M1 wires:
Scale: 2 px per um. Supply wires on this layer in gray.
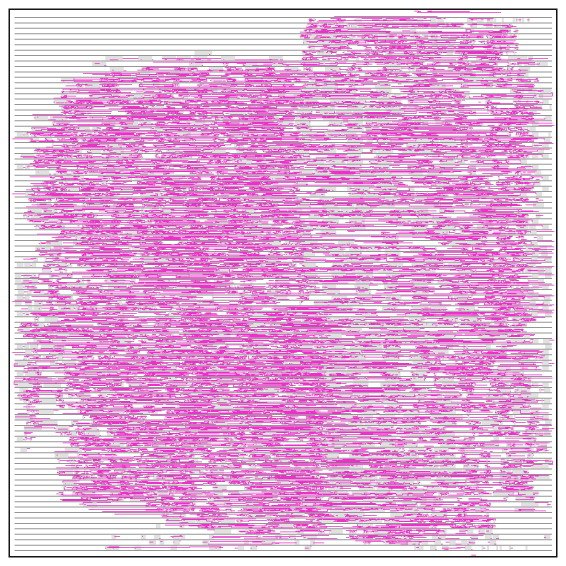
Sequential cells colored by netlist name:
Scale: 1.5 px per um.
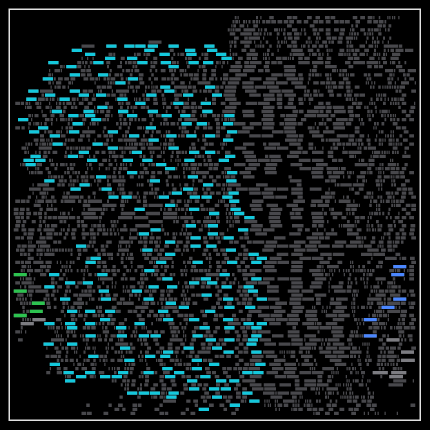
Routed metal, one color a layer:
Scale: 1.5 px per um. Two of the layers only.
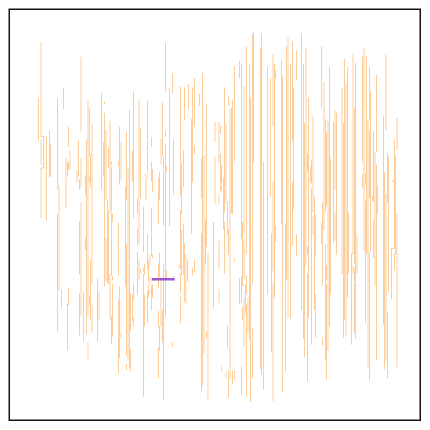
The metal 4 layer:
Scale: 1.5 px per um. Supply wires on this layer in gray.
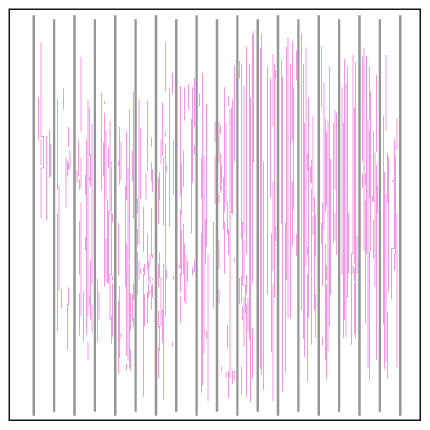
**src/rtl/instruction_queue_pkg.sv**
```systemverilog
// Shared types and constants for the decode-stage byte prefetch queue.
package instruction_queue_pkg;

  localparam int IQ_WINDOW_BYTES = 16;
  localparam int IQ_FETCH_BYTES  = 4;

  typedef logic [7:0] code_byte_t;

endpackage

```
**src/rtl/instruction_queue_window.sv**
```systemverilog
// Combinational rotate/mask of the circular byte store into the oldest-first
// 16-byte decode window plus its valid byte count.
module instruction_queue_window
  import instruction_queue_pkg::*;
#(
  parameter int DEPTH_BYTES = 32,
  localparam int PTR_W = $clog2(DEPTH_BYTES)
) (
  input  code_byte_t       store_i       [DEPTH_BYTES],
  input  logic [PTR_W-1:0] rd_ptr_i,
  input  logic [PTR_W:0]   count_i,
  output code_byte_t       window_o      [IQ_WINDOW_BYTES],
  output logic [4:0]       valid_bytes_o
);

  localparam logic [PTR_W:0] WIN_CNT = IQ_WINDOW_BYTES[PTR_W:0];

  always_comb begin
    valid_bytes_o = 5'd16;
    if (count_i < WIN_CNT) begin
      valid_bytes_o = 5'(count_i);
    end
  end

  // Pointer arithmetic wraps modulo the store depth, so a window straddling
  // the top of the store comes out contiguous.
  for (genvar gi = 0; gi < IQ_WINDOW_BYTES; gi++) begin : g_win
    logic [PTR_W-1:0] idx;
    assign idx          = rd_ptr_i + PTR_W'(gi);
    assign window_o[gi] = (5'(gi) < valid_bytes_o) ? store_i[idx] : 8'h00;
  end

endmodule

```
**src/rtl/instruction_queue.sv**
```systemverilog
// Byte-granular instruction prefetch queue feeding decode stage 1.
// Optional INSTRUCTION_QUEUE_STALL_COUNTER_EN adds a saturating starved-cycle counter.
module instruction_queue
  import instruction_queue_pkg::*;
#(
  parameter int DEPTH_BYTES = 32,
  parameter int FETCH_BYTES = 4
) (
  input  logic       i_clock,
  input  logic       i_reset,
  input  logic       i_fetch_valid,
  output logic       o_fetch_ready,
  input  code_byte_t i_fetch_data [FETCH_BYTES],
  input  logic       i_flush,
  input  logic [1:0] i_flush_offset,
  output code_byte_t o_instruction [IQ_WINDOW_BYTES],
  output logic [4:0] o_valid_bytes,
  input  logic       i_consume_valid,
  input  logic [4:0] i_consume_bytes,
  output logic       o_error_overconsume,
  output logic [15:0] o_stall_count
);

  localparam int PTR_W = $clog2(DEPTH_BYTES);
  localparam int CNT_W = PTR_W + 1;
  localparam logic [CNT_W-1:0] DEPTH_CNT = CNT_W'(DEPTH_BYTES);
  localparam logic [CNT_W-1:0] FETCH_CNT = CNT_W'(FETCH_BYTES);

  code_byte_t       store_q [DEPTH_BYTES];
  logic [PTR_W-1:0] rd_ptr_q, rd_ptr_d;
  logic [PTR_W-1:0] wr_ptr_q, wr_ptr_d;
  logic [CNT_W-1:0] count_q, count_d;
  logic [1:0]       skip_q, skip_d;
  logic             err_q, err_d;

  logic             push, pop, illegal;
  logic [CNT_W-1:0] push_len, pop_len;

  // Ready looks only at current occupancy; a same-cycle pop earns no credit.
  assign o_fetch_ready = (DEPTH_CNT - count_q) >= FETCH_CNT;
  assign push_len      = FETCH_CNT - CNT_W'(skip_q);
  assign pop_len       = CNT_W'(i_consume_bytes);

  assign push    = i_fetch_valid && o_fetch_ready && !i_flush;
  assign pop     = i_consume_valid && (i_consume_bytes != 5'd0)
                   && (i_consume_bytes <= o_valid_bytes) && !i_flush;
  assign illegal = i_consume_valid && !pop && !i_flush;

  always_comb begin
    rd_ptr_d = rd_ptr_q;
    wr_ptr_d = wr_ptr_q;
    count_d  = count_q;
    skip_d   = skip_q;
    err_d    = 1'b0;
    if (i_flush) begin
      rd_ptr_d = '0;
      wr_ptr_d = '0;
      count_d  = '0;
      skip_d   = i_flush_offset;
    end else begin
      err_d   = illegal;
      count_d = count_q + (push ? push_len : '0) - (pop ? pop_len : '0);
      if (pop) begin
        rd_ptr_d = rd_ptr_q + PTR_W'(i_consume_bytes);
      end
      if (push) begin
        wr_ptr_d = wr_ptr_q + push_len[PTR_W-1:0];
        skip_d   = 2'd0;
      end
    end
  end

  always_ff @(posedge i_clock or posedge i_reset) begin
    if (i_reset) begin
      rd_ptr_q <= '0;
      wr_ptr_q <= '0;
      count_q  <= '0;
      skip_q   <= 2'd0;
      err_q    <= 1'b0;
    end else begin
      rd_ptr_q <= rd_ptr_d;
      wr_ptr_q <= wr_ptr_d;
      count_q  <= count_d;
      skip_q   <= skip_d;
      err_q    <= err_d;
    end
  end

  // Store contents need no reset: bytes outside [rd_ptr, rd_ptr+count) are masked.
  always_ff @(posedge i_clock) begin
    for (int j = 0; j < FETCH_BYTES; j++) begin
      if (push && (j >= int'(skip_q))) begin
        store_q[wr_ptr_q + PTR_W'(j) - PTR_W'(skip_q)] <= i_fetch_data[j];
      end
    end
  end

  assign o_error_overconsume = err_q;

`ifdef INSTRUCTION_QUEUE_STALL_COUNTER_EN
  logic [15:0] stall_q;

  always_ff @(posedge i_clock or posedge i_reset) begin
    if (i_reset) begin
      stall_q <= 16'h0000;
    end else if (!i_flush && (o_valid_bytes < 5'd16) && (stall_q != 16'hFFFF)) begin
      stall_q <= stall_q + 16'd1;
    end
  end

  assign o_stall_count = stall_q;
`else
  assign o_stall_count = 16'h0000;
`endif

  instruction_queue_window #(
    .DEPTH_BYTES(DEPTH_BYTES)
  ) u_window (
    .store_i      (store_q),
    .rd_ptr_i     (rd_ptr_q),
    .count_i      (count_q),
    .window_o     (o_instruction),
    .valid_bytes_o(o_valid_bytes)
  );

endmodule

```
**config.mk**
```make
export PLATFORM = sky130hd
export DESIGN_NAME = instruction_queue
export DESIGN_NICKNAME = d
export VERILOG_FILES = /design/src/rtl/instruction_queue_pkg.sv /design/src/rtl/instruction_queue_window.sv /design/src/rtl/instruction_queue.sv
export SDC_FILE = /design/constraint.sdc
export NUM_CORES = 2
export LEC_CHECK = 0
export CAP_MARGIN = 15
export CORE_MARGIN = 2
export CORE_UTILIZATION = 45
export DETAILED_ROUTE_END_ITERATION = 8
export HOLD_SLACK_MARGIN = 0.03
export SYNTH_ARGS = -nofsm -noshare
export SYNTH_HDL_FRONTEND = slang
export SYNTH_SLANG_ARGS = --single-unit
```
**constraint.sdc**
```tcl
create_clock -name i_clock -period 7.1 [get_ports i_clock]
set_input_delay 1.065 -clock i_clock [delete_from_list [all_inputs] [get_ports i_clock]]
set_output_delay 1.065 -clock i_clock [all_outputs]
set_load 0.02 [all_outputs]
```
==> summary.txt <==
Synthesis and place-and-route results.

- The run finished with clean final reports.
- The final max-slew violation count recorded for this run is 0.
- Yosys reported a register bit count of 275.
- The worst hold path stage count is 2.
- The report shows a maximum critical-path fanout of 40.
- The chip area is 74500 um2.
- The synthesized area is 32600 um2.
- The synth_stat.txt file lists the number of cells as 3580.
- The total number of placement rows is 98.
- The overflow left after global routing is 0.
- The final timing report lists a hold violation count of 0.
- From bottom edge to top edge, the die measures 273 um.
- The depth of the worst register-to-register path is 9.
- At the worst endpoint, the arrival time is 4.91 ns.
- Per report_power, the clock group accounts for 8.7% of the total.
- The script computed the net switching share of total power as 54.9%.
- The number of global-route vias before repair was 30700.
- For this configuration, the core starts out at a cell density of 45.5%.
- The number of enable-type register cells in the synthesized netlist is 0.
- The hold-fix buffer count after cts is 0.
- The Yosys chip area is 32600 um2.
- The number of fill cells is 6840.
- The minimum period implied by the final worst setup slack is 5.98 ns.
- The area of combinational cells with multiple inputs is 25400 um2.
- On the reported timing paths, the clock transition at the registers reads 0.05 ns.
- The worst hold path begins at wr_ptr_q[0].
- The core region is 71600 um2.
- The analysis attributes to cell leakage a power of 13.0 nW.
- The number of antenna violations at the first check in global routing is 6.
- The report counts max-capacitance violations totalling 0.
- After the flow finishes, the layout carries non-filler instances totaling 4554.
- The worst vdd rail ir drop is 0.000411 V.
- The actual transition at the worst max-transition pin is 1.36 ns.
- The clock arrives with 0.0214 ns of skew.
- The share of total power in combinational logic is 71.9%.
- The cell internal power dissipation is 10.1 mW.
- Of the post-synthesis cell area, the dominant cell type holds 22.0%.
- The number of warnings in the stage logs is 47.
- STA classifies the critical path endpoint as a primary output.
- In this run the post-CTS setup repair buffer count came out at 0.
- The mean instance size in the synthesized netlist is 9.10 um2.
- The final layout reports a setup TNS of 0 ns.
- The analysis attributes to net switching a power of 12.3 mW.
- The worst setup path startpoint is rd_ptr_q[1].
- The minimum setup slack among reg-to-reg paths is 2.30 ns.
- STA classifies the critical path startpoint as a flip-flop.
- The proportion of layout cells with a drive suffix above 1 is 18.8%.
- The register area share after synthesis is 17.2%.
- In the placement report, post-DP HPWL is listed as 131 mm.
- The count of boundary I/O pins is 195.
- The clock drives 275 sinks.
- The clock latency on the worst-skew pair is 0.58 ns.
- The CTS H-tree depth is 2.
- Following the worst setup path forward leads to its endpoint at o_instruction[99].
- The detailed placer reported the number of placed instances as 4472.
- The first global-routing pass estimated 243 mm of wire.
- The post-synthesis cell type with the largest combined area is mux4_2.
- The terminus of the critical flop-to-flop path is store_q[199].
- The clock tree from TritonCTS is done.
- The cell chosen for the clock root is clkbuf_16.
- The floorplan step set the die width to 273 um.
- Looking at the gate-level netlist, the highest instance count belongs to mux2i_1.
- For this run, the top clock speed supported by timing is 167 MHz.
- The final worst-path cycle share is 84.2%.
- Listed in order, past its start point the critical path passes inv_1 -> ha_4 -> buf_4 -> mux4_2 -> mux2i_1 -> nor2_1 -> a21oi_1 -> o22ai_1 -> clkdlybuf4s50_1.
- The pin count of the biggest net entering global routing is 144.
- Yosys printed 0 warnings.
- The data required time of the critical path is 6.03 ns.
- The gate-level netlist out of Yosys references 88 unique cell types.
- The class of the tightest hold or removal check is flip-flop to flip-flop.
- The number of detailed-routing iterations run before antenna repair is 9.
- Setup repair after global routing left no endpoint under its margin.
- The number of nets still failing antenna checks after routing is 0.
- The number of buffers inserted during clock tree synthesis is 36.
- The power density over the cells is 615 nW/um2.
- STA lists the startpoint of the worst register-to-register path as skip_q[0].
- The critical path class is flip-flop to primary output.
- Measured against its own limit, the worst slew margin works out to 9.12%.
- Looking at the cell usage after synthesis, the top flip-flop cell is dfxtp_1.
- Sorting the synthesized cells by how often they occur yields mux2i_1 (353), nor2_1 (337), mux4_2 (318).
- The violation count after the first detailed-route iteration is 6124.
- The mean number of vias per cell is 7.67.
- The endpoint with the worst hold slack is wr_ptr_q[0].
- Yosys reported that registers with async set or reset make up 6.91%.
- The slowest cell on the critical path is dfrtp_4.
- The flow reports that sequential cells draw 19.4% of the design power.
- The final RePlAce weighted congestion is 1.10.
- The placement report lists the number of port buffers as 178.
- The end-of-flow timing check tallies setup violations at 0.
- By area the synthesized netlist is led by mux4_2 (22%), dfxtp_1 (16%), mux2i_1 (11%), nor2_1 (3.9%), nand2_1 (3.6%).
Back to the opening pictures, 'M1 wires':
main direction: horizontal
nets with wire on the layer: 3443
wire length on this layer: 61.1 mm
longest straight run: 77.3 um
GRT met1 Usage: 56.3%
via count: 34900
detailed-route wire length: 177 mm

Back to the opening pictures, 'sequential cells colored by netlist name':
| signal | color | placed flops |
|---|---|---|
| count_q | blue | 6 |
| store_q | cyan | 256 |
| wr_ptr_q | green | 5 |
not colored: 8
power in sequential cells: 4.35 mW
flop share of the area: 15.4%
Final Core Density: 50.8%
Flop area: 5610 um2

Back to the opening pictures, 'routed metal, one color a layer':
| layer | color | wire length |
|---|---|---|
| met4 | orange | 16000 um |
| met5 | purple | 13.8 um |
Routed wire per std cell: 38.9 um
total routing resource utilization after global routing: 46.1%

Back to the opening pictures, 'the metal 4 layer':
main direction: vertical
longest straight run: 228 um

## kinds of logic after synthesis
logic type | after synthesis | synth area share [%]
fa+ha+maj | 56 | 2.36
compound gates | 1100 | 24.8
other cells | 1 | 0.0115
mux | 760 | 35.9
simple gates | 911 | 12.7
buf+inv | 433 | 5.76
flops | 275 | 17.2
xor+xnor | 44 | 1.21
## worst max-delay path, delay by kind of cell (launching register included)
kind	cells	cell delay, ns
AND-OR/OR-AND	2	0.24
adder cells (fa/ha/maj)	1	0.73
buffers and inverters	3	1.40
flip-flops	1	0.82
multiplexers	2	1.00
AND/OR/NAND/NOR	1	0.08
## layer usage
layer	vias to the layer above	wire length (um)	share of wire [%]	GRT usage (%)
li1	14100	-	-	-
met1	16900	61100	34	56.3
met2	3189	69100	39	63.0
met3	664	31100	18	22.4
met4	2	16000	9.1	32.2
met5	-	13	0.0073	0
## power groups by stage
stage	clock (mW)	sequential, mW	combinational [mW]
6_report	1.94	4.35	16.1
5_1_grt	1.98	4.20	16.6
4_1_cts	1.92	3.96	15.5
3_5_place_dp	0	4.00	15.4
3_3_place_gp	0	3.96	15.4
2_1_floorplan	0	2.86	10.3
## area by class of cell
type / count / share of cell area (%)
sequential: 275 / 15.4
timing repair buffer: 278 / 7.13
tap: 950 / 3.27
antenna: 10 / 0.0688
clock buffer: 57 / 3.17
clock inverter: 9 / 0.182
inverter: 88 / 0.915
multi-input combinational: 2887 / 69.8
## registers in the layout, indices dropped and copies added (netlist names)
name,cells
o_error_overconsume,1
skip_q,2
store_q,256
count_q,6
rd_ptr_q,5
wr_ptr_q,5
## per-stage QoR
stage                     setup WS (ns)  cell area, um2
after floorplan                    1.69           32600
after CTS                          1.20           36300
after global routing              0.986           36400
after detailed placement           1.81           35100
after global placement             1.85           35100
final                              1.12           36400
Power figures rest on the tool's default switching activity, not on a simulated workload.
